## src/rtl/cache_bus_pkg.sv

```systemverilog
// Shared cache<->memory block bus definitions.
// States, request kinds and default widths.
package cache_bus_pkg;

  localparam int ADDR_W_DEF = 5;
  localparam int DATA_W_DEF = 16;

  typedef enum logic [2:0] {
    Q_IDLE = 3'b001,
    Q_BUSY = 3'b010,
    Q_DONE = 3'b100
  } state_t;

  typedef enum logic {
    KIND_RD = 1'b0,
    KIND_WR = 1'b1
  } kind_e;

endpackage

```

## src/rtl/bus_memory_responder_mem_array.sv

```systemverilog
// Block store: synchronous write, asynchronous read.
// Contents undefined until written.
module mem_array #(
  parameter int    ADDR_W    = 5,
  parameter int    DATA_W    = 16,
  parameter string INIT_FILE = ""
) (
  input  logic              clk,
  input  logic              we,
  input  logic [ADDR_W-1:0] addr,
  input  logic [DATA_W-1:0] wdata,
  output logic [DATA_W-1:0] rdata
);

  logic [DATA_W-1:0] mem_q [2**ADDR_W];

  always_ff @(posedge clk) begin
    if (we) mem_q[addr] <= wdata;
  end

  assign rdata = mem_q[addr];

endmodule

```

## src/rtl/bus_memory_responder.sv

```systemverilog
// Main-memory responder for the cache block bus.
// Fixed-latency read/write with protocol checking.
module bus_memory_responder
  import cache_bus_pkg::*;
#(
  parameter int    ADDR_W    = ADDR_W_DEF,
  parameter int    DATA_W    = DATA_W_DEF,
  parameter int    LATENCY   = 4,
  parameter string INIT_FILE = ""
) (
  input  logic              clk,
  input  logic              reset,
  input  logic              bus_rd,
  input  logic              bus_wr,
  input  logic [ADDR_W-1:0] bus_addr,
  input  logic [DATA_W-1:0] bus_din,
  output logic [DATA_W-1:0] bus_dout,
  output logic              bus_done,
  output logic              busy,
  output logic              proto_err
);

  localparam logic [3:0] CNT_INIT = 4'(LATENCY - 1);

  state_t            state_q, state_d;
  kind_e             kind_q, kind_d;
  logic [3:0]        cnt_q, cnt_d;
  logic [ADDR_W-1:0] addr_q, addr_d;
  logic [DATA_W-1:0] din_q, din_d;
  logic [DATA_W-1:0] dout_q, dout_d;
  logic              done_q, done_d;
  logic              busy_q, busy_d;
  logic              err_q, err_d;

  logic              rd_only, wr_only;
  logic              kind_ok, req_ok;
  logic              enter_done;
  logic              mem_we;
  logic [DATA_W-1:0] mem_rdata;

  mem_array #(
    .ADDR_W    (ADDR_W),
    .DATA_W    (DATA_W),
    .INIT_FILE (INIT_FILE)
  ) u_mem (
    .clk   (clk),
    .we    (mem_we),
    .addr  (addr_d),
    .wdata (din_d),
    .rdata (mem_rdata)
  );

  always_comb begin
    rd_only    = bus_rd & ~bus_wr;
    wr_only    = bus_wr & ~bus_rd;
    kind_ok    = (kind_q == KIND_RD) ? rd_only : wr_only;
    req_ok     = kind_ok & (bus_addr == addr_q) &
                 ((kind_q == KIND_RD) | (bus_din == din_q));
    state_d    = state_q;
    kind_d     = kind_q;
    cnt_d      = cnt_q;
    addr_d     = addr_q;
    din_d      = din_q;
    err_d      = err_q;
    enter_done = 1'b0;
    unique case (state_q)
      Q_IDLE: begin
        if (bus_rd & bus_wr) begin
          err_d = 1'b1;
        end else if (rd_only | wr_only) begin
          addr_d = bus_addr;
          din_d  = bus_din;
          kind_d = wr_only ? KIND_WR : KIND_RD;
          cnt_d  = CNT_INIT;
          if (LATENCY == 1) begin
            state_d    = Q_DONE;
            enter_done = 1'b1;
          end else begin
            state_d = Q_BUSY;
          end
        end
      end
      Q_BUSY: begin
        // A dropped request is a legal cancel; any other change is an error.
        if (!bus_rd && !bus_wr) begin
          state_d = Q_IDLE;
        end else if (!req_ok) begin
          err_d   = 1'b1;
          state_d = Q_IDLE;
        end else begin
          cnt_d = cnt_q - 4'd1;
          if (cnt_q == 4'd1) begin
            state_d    = Q_DONE;
            enter_done = 1'b1;
          end
        end
      end
      Q_DONE:  state_d = Q_IDLE;
      default: state_d = Q_IDLE;
    endcase
    mem_we = enter_done & (kind_d == KIND_WR);
    done_d = enter_done;
    busy_d = (state_d != Q_IDLE);
    dout_d = (enter_done && kind_d == KIND_RD) ? mem_rdata : dout_q;
  end

  always_ff @(posedge clk or negedge reset) begin
    if (!reset) begin
      state_q <= Q_IDLE;
      kind_q  <= KIND_RD;
      cnt_q   <= '0;
      addr_q  <= '0;
      din_q   <= '0;
      dout_q  <= '0;
      done_q  <= 1'b0;
      busy_q  <= 1'b0;
      err_q   <= 1'b0;
    end else begin
      state_q <= state_d;
      kind_q  <= kind_d;
      cnt_q   <= cnt_d;
      addr_q  <= addr_d;
      din_q   <= din_d;
      dout_q  <= dout_d;
      done_q  <= done_d;
      busy_q  <= busy_d;
      err_q   <= err_d;
    end
  end

  assign bus_dout  = dout_q;
  assign bus_done  = done_q;
  assign busy      = busy_q;
  assign proto_err = err_q;

endmodule

```

## config.mk

```make
export PLATFORM = sky130hd
export DESIGN_NAME = bus_memory_responder
export DESIGN_NICKNAME = d
export VERILOG_FILES = /design/src/rtl/cache_bus_pkg.sv /design/src/rtl/bus_memory_responder_mem_array.sv /design/src/rtl/bus_memory_responder.sv
export SDC_FILE = /design/constraint.sdc
export NUM_CORES = 1
export LEC_CHECK = 0
export CAP_MARGIN = 10
export CORE_MARGIN = 3
export CORE_UTILIZATION = 35
export DETAILED_ROUTE_END_ITERATION = 8
export GPL_TIMING_DRIVEN = 0
export SLEW_MARGIN = 10
export SYNTH_ARGS = -nofsm -noshare
export SYNTH_HDL_FRONTEND = slang
export SYNTH_SLANG_ARGS = --single-unit
```

## constraint.sdc

```tcl
create_clock -name clk -period 2.9 [get_ports clk]
set_input_delay 0.58 -clock clk [delete_from_list [all_inputs] [get_ports clk]]
set_output_delay 0.58 -clock clk [all_outputs]
set_load 0.02 [all_outputs]
```

==> images/layer_met1.png <==
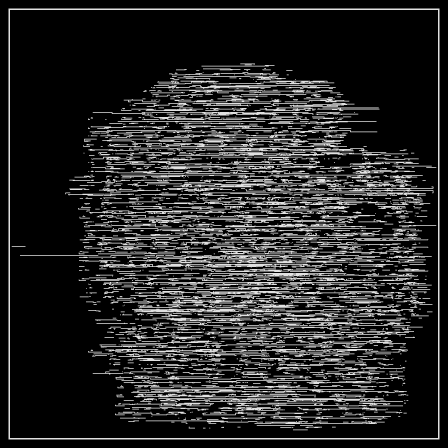
The wires run mostly horizontal. The longest straight run is 89.7 um.

==> images/layer_met2.png <==
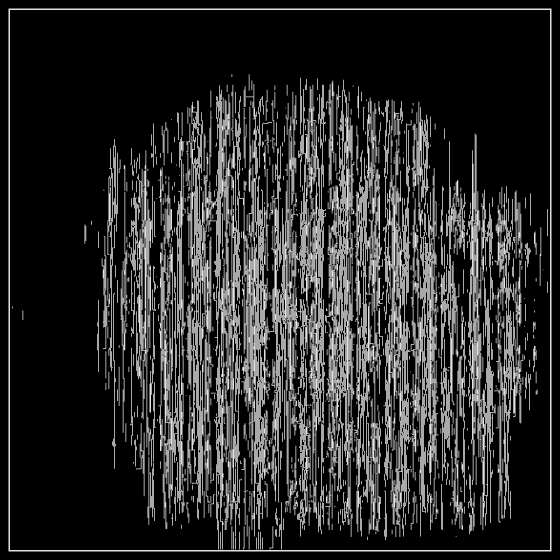
The layer carries 36.3 mm of wire. The wires run mostly vertical. The longest straight run is 98.9 um. The layer holds 48% of the routed length. 1,594 nets have wire on it.

==> images/layer_met3.png <==
The bar under the picture is 100 um long. Cells faint in the background.
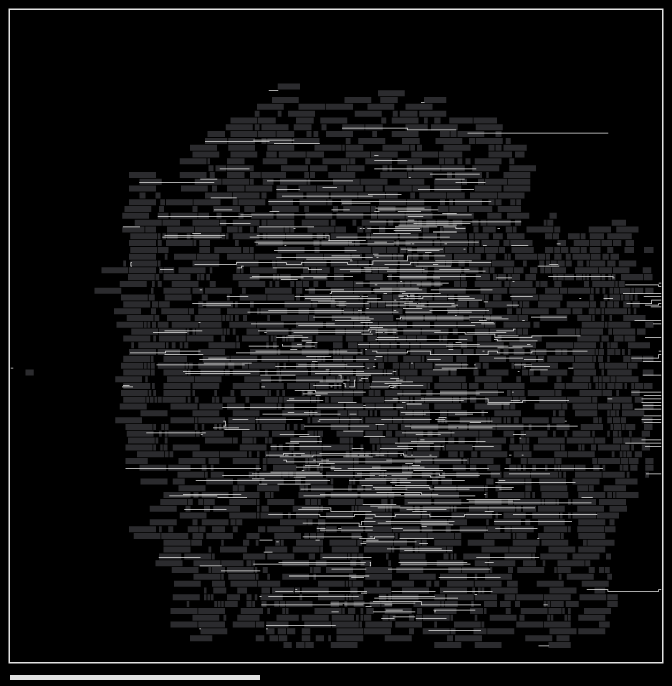
The wires run mostly horizontal. The layer holds 10% of the routed length. The longest straight run is 92.0 um.
met3 usage: 4.23%
Routed WL: 76,200 um
DR vias: 15,900

==> images/layer_met4.png <==
The bar under the picture is 100 um long.
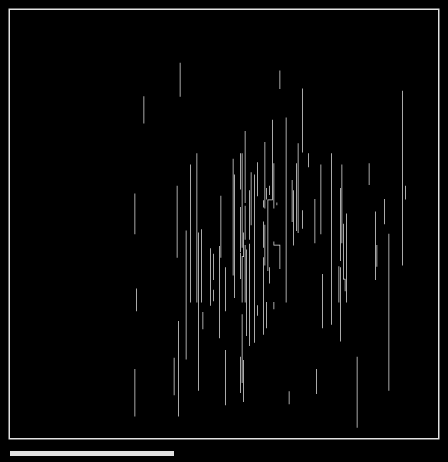
The layer carries 3,110 um of wire. The wires run mostly vertical. 61 nets have wire on it.

==> images/congestion.png <==
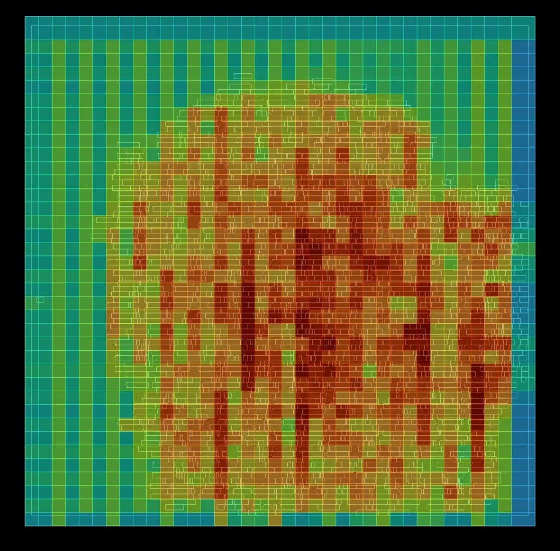
GRT met2 Usage: 36.1%
Final Core Density: 47.6%
GRT Max-Usage Layer: met2

==> out/metrics.yaml <==
run_status:
  status: "finished, violations left"
  violations: "setup timing"
job:
  max_cap_viol_count: 0
  warning_count: 33
finish:
  comb_area_share_pct: 25.4
  final_nets: 1849
  comb_area_sq_um: 7690
  dominant_cells: "sequential cells"
  register_area_sq_um: 16600
  clock_cell_area_share_pct: 5.95
  final_layout_size_suffix_gt1_share_pct: 31.7
  final-instance-count-excl-fill: 2710
  largest_register_ffs: 512
  n_antenna_cell: 0
  design_area_sq_um: 30300
  nonClkBufAreaFrac_pct: 10.1
  nClkBuffers: 82
  syn_to_final_growth_pct: 33.7
  nNonClkInverters: 11
  logic_gates: 903
  regMostFlops: "u_mem.mem_q"
  seq_cells: 560
  n_all_buffers: 283
  fillerInstances: 5297
  sh_seq_area_pct: 54.8
setup_path:
  critPathBufInv: 3
  setup.worst_path.class: "flop to flop"
  endpoint: "bus_dout[6]$_DFFE_PN0P_"
  critPathRequiredTime_ps: 3350
  cp-startpoint: "state_q[0]$_DFF_PN1_"
  cp.depth: 10
  r2r_cells: 10
  critPathCaptureType: "flop"
  r2r-start: "state_q[0]$_DFF_PN1_"
  crit_path_max_fanout: 10
  critical-path-max-stage-delay_ps: 540
  reg2reg_slack_ps: -160
  crit_path_top_delay_cell: "dfstp_2"
  worstPathArrival_ps: 3510
  cp_cell_sequence: "nor3b_4, buf_12, a21boi_2, a21oi_4, clkinv_4, clkbuf_4, a211oi_2, o32ai_4, a311oi_4, a31oi_1"
detailed_routing:
  viasPerCell: 5.86
  drt-initial-drc-count: 2295
  first_pass_iters: 8
  detail_route.drc_violations: 0
  antenna_left: 0
  detail_route.wl_per_cell_um: 28.1
yosys:
  yosysTopAreaCellShare_pct: 67.9
  yosys_cells: 1598
  synthCells: 1598
  common_cells: "512 x edfxtp_1, 263 x nand2_1, 149 x a211oi_1"
  synth-xor-area-share_pct: 0.890
  yosys-stat-area_sq_um: 22600
  yosys_warnings: 0
  synthTopCellsByArea: "edfxtp_1 68%, dfrtp_1 5.2%, a211oi_1 4.9%"
  ys_sh_simple_pct: 11.1
  ys_sh_adder_pct: 0.332
  yosysTopAreaCell: "edfxtp_1"
  synth.distinct_cells: 53
  top_logic_kind: "AND-OR/OR-AND gates"
  edf_count: 512
  most_common_cell: "edfxtp_1"
  ys_async_sr_fraction_pct: 8.57
  ys_ff: 560
  synth.avg_cell_area_sq_um: 14.2
  synth_seq_share_pct: 73.2
  syn_nets: 1629
  synth_area_sq_um: 22600
timing:
  hold_violations: 0
  worst_slack_ps: -160
  holdWs_ps: 480
  grt_setup_unrepaired: "true"
  relSlewSlack_pct: 37.2
  finalCriticalPeriod_ps: 3060
  worst_pin_slew_ps: 939
  finalClockSkew_ps: 26.9
  setup_violations: 277
  clock.fmax_mhz: 327
  finalSetupTns_ps: -13030
placement:
  placed_area_sq_um: 24600
  place.gp.congestion: 0.896
  dpl.cell_count: 2495
  portBuffers: 43
  post-dp-hpwl_um: 48500
die:
  die_w_um: 260
  coreArea_sq_um: 63500
  initCoreUtil_pct: 35.6
  dieHeight_um: 260
  nWellTaps: 846
  chipArea_sq_um: 67800
  rows: 92
clocking:
  clock-sinks: 560
  cts_tree: "yes"
  clkLatencyLatePin_ps: 620
  cts.clk_slew.worst_paths_ps: 60
  cts_resized: 318
  cts_buffers: 59
  cts.htree.levels: 2
  cts-root-buf: "clkbuf_16"
  clock_path_buffers: 3
  cts.repair_timing.setup_buffer_count: 80
pwr:
  swShare_pct: 35.2
  comb-power_mw: 8.44
  p_per_area_nw_per_um2: 836
  leakage_nw: 10.2
  vdd_drop_max_uv: 550
  p_clk_mw: 7.16
  power_frac_clock_pct: 28.3
  pg_seq_mw: 9.71
  power.share.sequential_pct: 38.3
  p_total_mw: 25.3
  power-top-group: "sequential cells"
  p_int_mw: 16.4
global_routing:
  gr-usage-met1_pct: 29.1
  grt_pass1_wl_um: 108000
  grt_start_max_net_pins: 34
  antenna_found_initial: 0
  grt_usage_pct: 21.9
  grt.overflow.total: 0
hold_path:
  hp-class: "input port to asynchronous set/reset pin"
[cells in the final DEF (no fill, tap or decap), types with 12 or more instances in the layout]
master             n
a211oi_2          67
nand3_1           18
nor2_1            23
and3_1           143
nand2_1          243
a311oi_4          15
clkbuf_4          15
clkbuf_1          30
buf_12            47
clkinv_1          12
a211oi_1          56
buf_2             19
nand2_2           12
clkdlybuf4s50_1   33
nor2_4            34
a311oi_2          38
a311oi_1          20
a31oi_1           22
buf_4             67
a211oi_4          26
dfrtp_1           47
xnor2_1           18
a21oi_1           32
clkbuf_2          30
edfxtp_1         512
clkbuf_16         68
buf_6             28
[metal layers]
layer	vias to the layer above	part of all wire, %
met5	-	0
met4	0	4.1
met3	185	10
met2	899	48
met1	8132	38
li1	6672	-
Power figures rest on the tool's default switching activity, not on a simulated workload.
